by_instance.png
Other sequential cells in the stronger grey, the rest of the logic in the fainter grey.
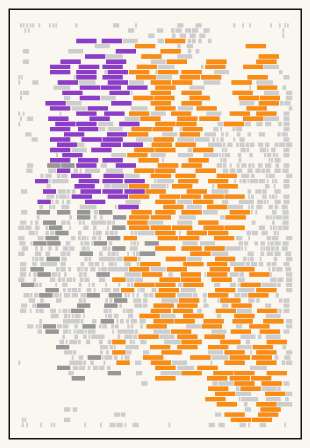
cell_density.png
The die is cut into 15 by 22 equal tiles; black is low, pale yellow is high, 0 to 100% covered.
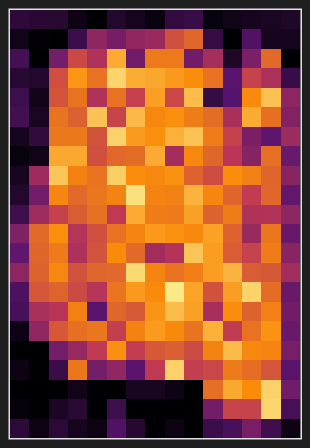
placement_by_type.png
Scale bar: 50 um. Fill, decap, tap and diode cells in grey.
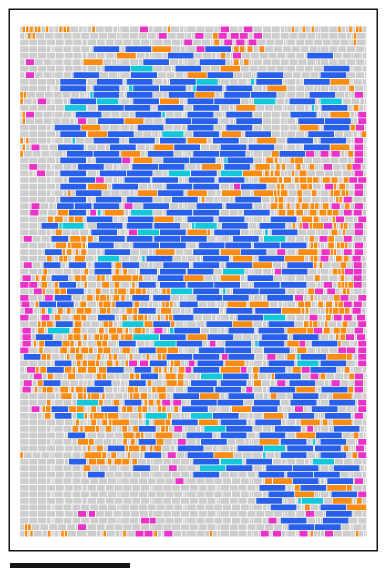
wires.png
Scale bar: 50 um. Only two layers are drawn.
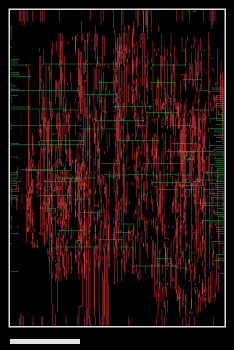
congestion.png
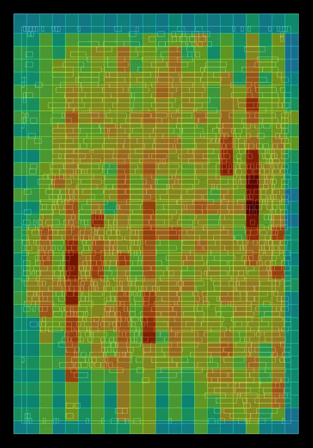
**config.mk**
```make
export PLATFORM = sky130hd
export DESIGN_NAME = fetch_unit
export DESIGN_NICKNAME = d
export VERILOG_FILES = /design/src/rtl/fcpu_pkg.sv /design/src/rtl/fetch_fifo.sv /design/src/rtl/fetch_unit.sv
export SDC_FILE = /design/constraint.sdc
export NUM_CORES = 1
export LEC_CHECK = 0
export CAP_MARGIN = 20
export CORE_ASPECT_RATIO = 1.5
export CORE_MARGIN = 4
export CORE_UTILIZATION = 45
export DETAILED_ROUTE_END_ITERATION = 12
export PLACE_DENSITY = 0.68
export SYNTH_ARGS = -nofsm -noshare
export SYNTH_HDL_FRONTEND = slang
export SYNTH_SLANG_ARGS = --single-unit
```
**constraint.sdc**
```tcl
create_clock -name clk -period 6.3 [get_ports clk]
set_input_delay 1.26 -clock clk [delete_from_list [all_inputs] [get_ports clk]]
set_output_delay 1.26 -clock clk [all_outputs]
set_load 0.03 [all_outputs]
```
**src/rtl/fcpu_pkg.sv**
```systemverilog
// Shared definitions for the fcpu fetch front end: opcodes, queue entry layout
// and the fixed AXI read-address attributes.
package fcpu_pkg;

    localparam int CRAM_ADDR_W = 16;
    localparam int DATA_W      = 32;

    localparam logic [5:0] I_JMP  = 6'h02;
    localparam logic [5:0] I_BLE  = 6'h10;
    localparam logic [5:0] I_BLEI = 6'h11;
    localparam logic [5:0] I_BLT  = 6'h12;
    localparam logic [5:0] I_BLTF = 6'h13;
    localparam logic [5:0] I_BLTI = 6'h14;
    localparam logic [5:0] I_BEQ  = 6'h15;
    localparam logic [5:0] I_BEQF = 6'h16;
    localparam logic [5:0] I_BEQI = 6'h17;

    localparam logic [3:0] AXI_ARID    = 4'd0;
    localparam logic [7:0] AXI_ARLEN   = 8'd0;
    localparam logic [2:0] AXI_ARSIZE  = 3'd2;
    localparam logic [1:0] AXI_ARBURST = 2'd1;
    localparam logic       AXI_ARLOCK  = 1'b0;
    localparam logic [3:0] AXI_ARCACHE = 4'd0;
    localparam logic [2:0] AXI_ARPROT  = 3'd0;
    localparam logic [3:0] AXI_ARQOS   = 4'd0;

    typedef struct packed {
        logic [31:0]       pc;
        logic              take_flag;
        logic              is_branch;
        logic              err;
        logic [DATA_W-1:0] inst;
    } fetch_entry_t;

    function automatic logic is_branch_op(input logic [5:0] op);
        case (op)
            I_BLE, I_BLEI, I_BLT, I_BLTF,
            I_BLTI, I_BEQ, I_BEQF, I_BEQI: is_branch_op = 1'b1;
            default:                       is_branch_op = 1'b0;
        endcase
    endfunction

endpackage

```
**src/rtl/fetch_fifo.sv**
```systemverilog
// Synchronous FIFO with a whole-queue flush; used for the instruction queue
// and for the in-order PC tags of outstanding reads.
module fetch_fifo #(
    parameter int WIDTH = 8,
    parameter int DEPTH = 4,
    parameter int CNT_W = $clog2(DEPTH) + 1
) (
    input  logic             clk,
    input  logic             nrst,
    input  logic             flush,
    input  logic             push,
    input  logic [WIDTH-1:0] wdata,
    input  logic             pop,
    output logic [WIDTH-1:0] rdata,
    output logic [CNT_W-1:0] count
);
    localparam int PTR_W = (DEPTH > 1) ? $clog2(DEPTH) : 1;

    logic [WIDTH-1:0] mem_r [DEPTH];
    logic [PTR_W-1:0] wr_ptr_r;
    logic [PTR_W-1:0] rd_ptr_r;
    logic [CNT_W-1:0] count_r;

    function automatic logic [PTR_W-1:0] ptr_inc(input logic [PTR_W-1:0] p);
        if (p == PTR_W'(DEPTH - 1)) begin
            return '0;
        end else begin
            return p + PTR_W'(1);
        end
    endfunction

    // Pointer, occupancy and storage update
    always_ff @(posedge clk) begin
        if (!nrst || flush) begin
            wr_ptr_r <= '0;
            rd_ptr_r <= '0;
            count_r  <= '0;
        end else begin
            if (push) begin
                mem_r[wr_ptr_r] <= wdata;
                wr_ptr_r        <= ptr_inc(wr_ptr_r);
            end
            if (pop) begin
                rd_ptr_r <= ptr_inc(rd_ptr_r);
            end
            count_r <= count_r + CNT_W'(push) - CNT_W'(pop);
        end
    end

    assign rdata = mem_r[rd_ptr_r];
    assign count = count_r;

endmodule

```
**src/rtl/fetch_unit.sv**
```systemverilog
// Instruction fetch front end: credit-limited AXI reads from CRAM, predecode
// redirects, mispredict flush and an instruction queue toward the core.
module fetch_unit import fcpu_pkg::*; #(
    parameter int ADDR_W          = CRAM_ADDR_W,
    parameter int QUEUE_DEPTH     = 4,
    parameter int MAX_OUTSTANDING = 4,
    parameter int PC_STEP         = 4
) (
    input  logic              clk,
    input  logic              nrst,
    input  logic              ce,
    input  logic              take_flag,
    input  logic              pred_miss,
    input  logic [ADDR_W-1:0] pred_miss_dst,
    output logic [3:0]        s_cram_arid,
    output logic [7:0]        s_cram_arlen,
    output logic [2:0]        s_cram_arsize,
    output logic [1:0]        s_cram_arburst,
    output logic              s_cram_arlock,
    output logic [3:0]        s_cram_arcache,
    output logic [2:0]        s_cram_arprot,
    output logic [3:0]        s_cram_arqos,
    output logic [31:0]       s_cram_araddr,
    output logic              s_cram_arvalid,
    input  logic              s_cram_arready,
    output logic              s_cram_rready,
    input  logic [3:0]        s_cram_rid,
    input  logic [31:0]       s_cram_rdata,
    input  logic [1:0]        s_cram_rresp,
    input  logic              s_cram_rlast,
    input  logic              s_cram_rvalid,
    output logic              o_valid,
    output logic [ADDR_W-1:0] o_current_pc,
    output logic [DATA_W-1:0] o_current_inst,
    output logic              o_err,
    output logic [ADDR_W-1:0] o_taken_pc,
    output logic [ADDR_W-1:0] o_untaken_pc
);
    localparam int CNT_W  = $clog2(MAX_OUTSTANDING) + 1;
    localparam int QCNT_W = $clog2(QUEUE_DEPTH) + 1;

    logic [ADDR_W-1:0] fetch_pc_r, fetch_pc_nxt_s, araddr_r, araddr_nxt_s;
    logic              arvalid_r, arvalid_nxt_s, stale_r, stale_nxt_s;
    logic [CNT_W-1:0]  outstanding_r, outstanding_nxt_s, drop_cnt_r, drop_cnt_nxt_s;
    logic [CNT_W-1:0]  pc_cnt_unused_s;
    logic [QCNT_W-1:0] q_count_s, occ_nxt_s;
    logic              ar_hs_s, holding_s, r_beat_s, beat_drop_s, beat_keep_s;
    logic              jmp_s, br_take_s, redirect_s, credit_s, q_pop_s, o_valid_s;
    logic [5:0]        opcode_s;
    logic [ADDR_W-1:0] pc_head_s, head_pc_s, head_tgt_s, head_seq_s;
    fetch_entry_t      q_wdata_s, q_head_s;
    logic              unused_s;

    assign s_cram_arid    = AXI_ARID;
    assign s_cram_arlen   = AXI_ARLEN;
    assign s_cram_arsize  = AXI_ARSIZE;
    assign s_cram_arburst = AXI_ARBURST;
    assign s_cram_arlock  = AXI_ARLOCK;
    assign s_cram_arcache = AXI_ARCACHE;
    assign s_cram_arprot  = AXI_ARPROT;
    assign s_cram_arqos   = AXI_ARQOS;
    assign s_cram_araddr  = 32'(araddr_r);
    assign s_cram_arvalid = arvalid_r;
    assign s_cram_rready  = nrst;

    assign ar_hs_s     = arvalid_r & s_cram_arready;
    assign holding_s   = arvalid_r & ~s_cram_arready;
    assign r_beat_s    = s_cram_rvalid & nrst;
    assign beat_drop_s = r_beat_s & (drop_cnt_r != '0);
    assign beat_keep_s = r_beat_s & (drop_cnt_r == '0) & ~pred_miss;
    assign opcode_s    = s_cram_rdata[31:26];
    assign jmp_s       = beat_keep_s & (opcode_s == I_JMP);
    assign br_take_s   = beat_keep_s & is_branch_op(opcode_s) & take_flag;
    assign redirect_s  = pred_miss | jmp_s | br_take_s;
    assign o_valid_s   = (q_count_s != '0);
    assign q_pop_s     = ce & o_valid_s & ~pred_miss;

    assign q_wdata_s = '{pc: 32'(pc_head_s), take_flag: take_flag,
                         is_branch: is_branch_op(opcode_s), err: |s_cram_rresp,
                         inst: s_cram_rdata};

    // PC tags follow every issued read, including ones that will be dropped
    fetch_fifo #(.WIDTH(ADDR_W), .DEPTH(MAX_OUTSTANDING), .CNT_W(CNT_W)) u_pc_fifo (
        .clk(clk), .nrst(nrst), .flush(1'b0),
        .push(ar_hs_s), .wdata(araddr_r), .pop(r_beat_s),
        .rdata(pc_head_s), .count(pc_cnt_unused_s)
    );

    fetch_fifo #(.WIDTH($bits(fetch_entry_t)), .DEPTH(QUEUE_DEPTH), .CNT_W(QCNT_W)) u_inst_q (
        .clk(clk), .nrst(nrst), .flush(pred_miss),
        .push(beat_keep_s), .wdata(q_wdata_s), .pop(q_pop_s),
        .rdata(q_head_s), .count(q_count_s)
    );

    // Next fetch PC, drop count and AR request decision
    always_comb begin
        outstanding_nxt_s = outstanding_r + CNT_W'(ar_hs_s) - CNT_W'(r_beat_s);
        if (pred_miss) begin
            occ_nxt_s = '0;
        end else begin
            occ_nxt_s = q_count_s + QCNT_W'(beat_keep_s) - QCNT_W'(q_pop_s);
        end
        credit_s = (int'(outstanding_nxt_s) + int'(occ_nxt_s) < QUEUE_DEPTH) &&
                   (int'(outstanding_nxt_s) < MAX_OUTSTANDING);

        if (pred_miss) begin
            fetch_pc_nxt_s = pred_miss_dst;
        end else if (jmp_s) begin
            fetch_pc_nxt_s = ADDR_W'(s_cram_rdata[21:0]);
        end else if (br_take_s) begin
            fetch_pc_nxt_s = ADDR_W'(s_cram_rdata[14:0]);
        end else if (ar_hs_s && !stale_r) begin
            fetch_pc_nxt_s = fetch_pc_r + ADDR_W'(PC_STEP);
        end else begin
            fetch_pc_nxt_s = fetch_pc_r;
        end

        // A request held across a redirect is stale and joins the drop count when it issues
        if (redirect_s) begin
            drop_cnt_nxt_s = outstanding_nxt_s;
        end else begin
            drop_cnt_nxt_s = drop_cnt_r - CNT_W'(beat_drop_s) + CNT_W'(ar_hs_s & stale_r);
        end

        stale_nxt_s   = holding_s & (stale_r | redirect_s);
        arvalid_nxt_s = holding_s | credit_s;
        if (holding_s) begin
            araddr_nxt_s = araddr_r;
        end else begin
            araddr_nxt_s = fetch_pc_nxt_s;
        end
    end

    // Fetch state registers
    always_ff @(posedge clk) begin
        if (!nrst) begin
            fetch_pc_r    <= '0;
            araddr_r      <= '0;
            arvalid_r     <= 1'b0;
            stale_r       <= 1'b0;
            outstanding_r <= '0;
            drop_cnt_r    <= '0;
        end else begin
            fetch_pc_r    <= fetch_pc_nxt_s;
            araddr_r      <= araddr_nxt_s;
            arvalid_r     <= arvalid_nxt_s;
            stale_r       <= stale_nxt_s;
            outstanding_r <= outstanding_nxt_s;
            drop_cnt_r    <= drop_cnt_nxt_s;
        end
    end

    assign head_pc_s  = ADDR_W'(q_head_s.pc);
    assign head_tgt_s = ADDR_W'(q_head_s.inst[14:0]);
    assign head_seq_s = head_pc_s + ADDR_W'(PC_STEP);

    // Head presentation; everything reads zero while the queue is empty
    always_comb begin
        o_valid        = o_valid_s;
        o_current_pc   = '0;
        o_current_inst = '0;
        o_err          = 1'b0;
        o_taken_pc     = '0;
        o_untaken_pc   = '0;
        if (o_valid_s) begin
            o_current_pc   = head_pc_s;
            o_current_inst = q_head_s.inst;
            o_err          = q_head_s.err;
            if (q_head_s.is_branch && q_head_s.take_flag) begin
                o_taken_pc   = head_tgt_s;
                o_untaken_pc = head_seq_s;
            end else if (q_head_s.is_branch) begin
                o_taken_pc   = head_seq_s;
                o_untaken_pc = head_tgt_s;
            end else begin
                o_taken_pc   = '0;
                o_untaken_pc = '0;
            end
        end else begin
            o_valid = 1'b0;
        end
    end

    assign unused_s = ^{s_cram_rid, s_cram_rlast, q_head_s.pc, pc_cnt_unused_s};

endmodule

```
==> results.sh <==
# source this file to load flow results
export IMPL_status="finished clean"
export IMPL_comb_power_share_pct=11.5
export IMPL_cts_hold_buf=0
export IMPL_hold_violations=0
export IMPL_dieHeight_um=224.3
export IMPL_pg_seq_mw=2.47
export IMPL_yosys_cells=923
export IMPL_grt_max_degree=55
export IMPL_whs_ps=496.1
export IMPL_setup_tns_final_ps=0
export IMPL_nNonClkBuffers=170
export IMPL_crit_required_ps=5040
export IMPL_fmax_mhz=196.0
export IMPL_clockRootBuffer="clkbuf_16"
export IMPL_tapCellCount=400
export IMPL_rr_worst_depth=15
export IMPL_crit_family="flip-flops"
export IMPL_yosys_register_bits=323
export IMPL_warnings=37
export IMPL_clkbuf_count=40
export IMPL_drive_above_1_share_pct=12.34
export IMPL_clk_latency_ps=560
export IMPL_ys_seq_share_pct=65.19
export IMPL_hold_start="u_inst_q.rd_ptr_r[1]"
export IMPL_clock_power_mw=1.73
export IMPL_largest_cell_class="flip-flops and latches"
export IMPL_top_layer="met4"
export IMPL_routabilityCongestion=0.8761
export IMPL_cts_resized=0
export IMPL_clk_share_pct=5.585
export IMPL_clockPowerShare_pct=36.5
export IMPL_ff_count=323
export IMPL_pwr_density_cell_nw_per_um2=283.8
export IMPL_crit_arrival_ps=3840
export IMPL_layout_setup_ws_ps=1198
export IMPL_diodes=0
export IMPL_ant_nets=0
export IMPL_worstSetupPathType="register to primary output"
export IMPL_path_clk_slew_ps=60
export IMPL_synthTopCellsByCount="edfxtp_1 (268), mux4_2 (66), and2_1 (58)"
export IMPL_clock_path_buffers=3
export IMPL_startpoint_type="register"
export IMPL_p_total_mw=4.744
export IMPL_top_power_group="registers"
export IMPL_top_area_share_pct=57.34
export IMPL_num_multi_input_gates=526
export IMPL_slowest_delay_ps=820
export IMPL_hold_path_depth=2
export IMPL_min_period_ps=5102
export IMPL_comb_share_pct=26.22
export IMPL_finalClockPeriodUsage_pct=80.98
export IMPL_maxSlewHeadroom_pct=36.73
export IMPL_pwr_share_seq_pct=52.0
export IMPL_cts_sinks=323
export IMPL_reg2reg_to="s_cram_arvalid"
export IMPL_globalRoute_totalOverflow=0
export IMPL_edf_count=268
export IMPL_hold_class="register to register"
export IMPL_die_x_um=152.2
export IMPL_tightest_slew_ps=941.7
export IMPL_nets=1154
export IMPL_critPathBufInv=1
export IMPL_flop_cell="edfxtp_1"
export IMPL_h_tree_depth=1
export IMPL_drt_iter0_markers=643
export IMPL_avgSynthCellArea_sq_um=15.21
export IMPL_worst_clock_skew_ps=12.08
export IMPL_antenna_found_initial=0
export IMPL_switching_share_pct=24.09
export IMPL_drt_pre_antenna_iters=5
export IMPL_yosysWarnings=0
export IMPL_ys_types=58
export IMPL_worstPathMaxFanout=36
export IMPL_ys_chip_area_sq_um=14030
export IMPL_cts_buffers=30
export IMPL_report_final_slew_viol_count=0
export IMPL_ir_drop_mv=0.2191
export IMPL_hpwl_um=21840
export IMPL_inverters=19
export IMPL_comb_cell_power_uw=546
export IMPL_cap_violations=0
export IMPL_postCtsSetupBuffers=0
export IMPL_dp_slack_ps=1712
export IMPL_cp_end_kind="primary output"
export IMPL_async_reset_ff_share_pct=0
export IMPL_cts_tree="yes"
export IMPL_netlist_area_sq_um=14030
export IMPL_worstHoldEndpoint="u_inst_q.rd_ptr_r[1]"
export IMPL_wl_met1_um=13150
export IMPL_grt_pass1_vias=7962
Back to the opening pictures, by_instance.png:
Key: orange = `u_inst_q` [flops 211]; purple = `u_pc_fifo` [flops 68]
Another 44 sequential cells are not coloured.
die area: 34140 sq um
Finished Core Util: 54.71%
Non-Filler Instances: 1494

Back to the opening pictures, cell_density.png:
The mean over all tiles is 48%. 7.6% of the tiles are nearly empty. The emptiest ninth of the die: lower left. The densest ninth of the die: centre. 18% of the tiles are over 75% full.
core footprint: 30550 sq um
FP Core Util: 45.94%

Back to the opening pictures, placement_by_type.png:
Key: blue = sequential cells [cells 323, share of their area 56%]; orange = combinational and other logic [cells 545, share of their area 28%]; cyan = clock drivers and dummy loads [cells 56, share of their area 5.8%]; magenta = remaining buffers and delay cells [cells 170, share of their area 10%]
flop share of the area: 54.77%
post-route cell area: 16710 sq um
num rows: 78

Back to the opening pictures, wires.png:
Key: green = metal 3 [wire length 1840 um]; red = metal 2 [wire length 15900 um]
Routed wire per std cell: 21.10 um
DR vias: 8042
Total GRT Usage: 18.13%
detailed-route wire length: 31520 um

Back to the opening pictures, congestion.png:
M2 GR Usage: 31.43%
met3 Use GR: 3.099%
M1 GR Usage: 23.90%
GR peak layer: met2

## sequential cells by signal (all words and copies together) (netlist names), 3 cells and up, named ones only
register,cells
outstanding_r,3
u_inst_q.count,3
araddr_r,16
drop_cnt_r,3
u_pc_fifo.mem_r,64
u_inst_q.mem_r,204
fetch_pc_r,16
## cell usage in the layout (no fill, tap or decap), types with 9 or more instances in the layout
cell,Yosys,routed
a211oi_1,21,21
a21oi_1,19,19
a31oi_1,10,10
and2_1,58,54
and3_1,10,10
buf_4,48,14
clkbuf_1,31,9
clkbuf_16,0,31
clkdlybuf4s50_1,0,156
conb_1,2,45
dfxtp_1,55,53
edfxtp_1,268,268
ha_1,19,19
inv_1,18,18
mux2i_1,11,10
mux4_2,66,66
nand2_1,37,37
nand3_1,23,23
nor2_1,49,49
nor3_1,23,23
o21ai_0,16,16
xnor2_1,20,20
## cell families after synthesis
| family | after synthesis | share of synthesized area, % |
|---|---|---|
| AOI/OAI and AO/OA | 111 | 5.385 |
| xor gates and xnor gates | 28 | 1.747 |
| adders and majority gates | 22 | 2.122 |
| buffers and inverters | 117 | 4.796 |
| DFF | 323 | 65.19 |
| muxes | 78 | 11.46 |
| other | 2 | 0.05351 |
| and+or+nand+nor | 242 | 9.254 |
## worst max path at each step
stage | startpoint | end | slack, ps | cells past startpoint
finish | register | o_untaken_pc[8] | 1200 | 7
global route | register | o_untaken_pc[8] | 930 | 7
CTS | register | o_untaken_pc[8] | 1110 | 7
detailed placement | register | o_untaken_pc[8] | 1710 | 7
global placement | register | o_untaken_pc[8] | 1690 | 7
floorplan | register | o_taken_pc[10] | 2500 | 8
## tightest hold or removal path, cell delays in order (launching register included)
cell     delay, ps
dfxtp_1        310
nand2_1         70
a21oi_1         60
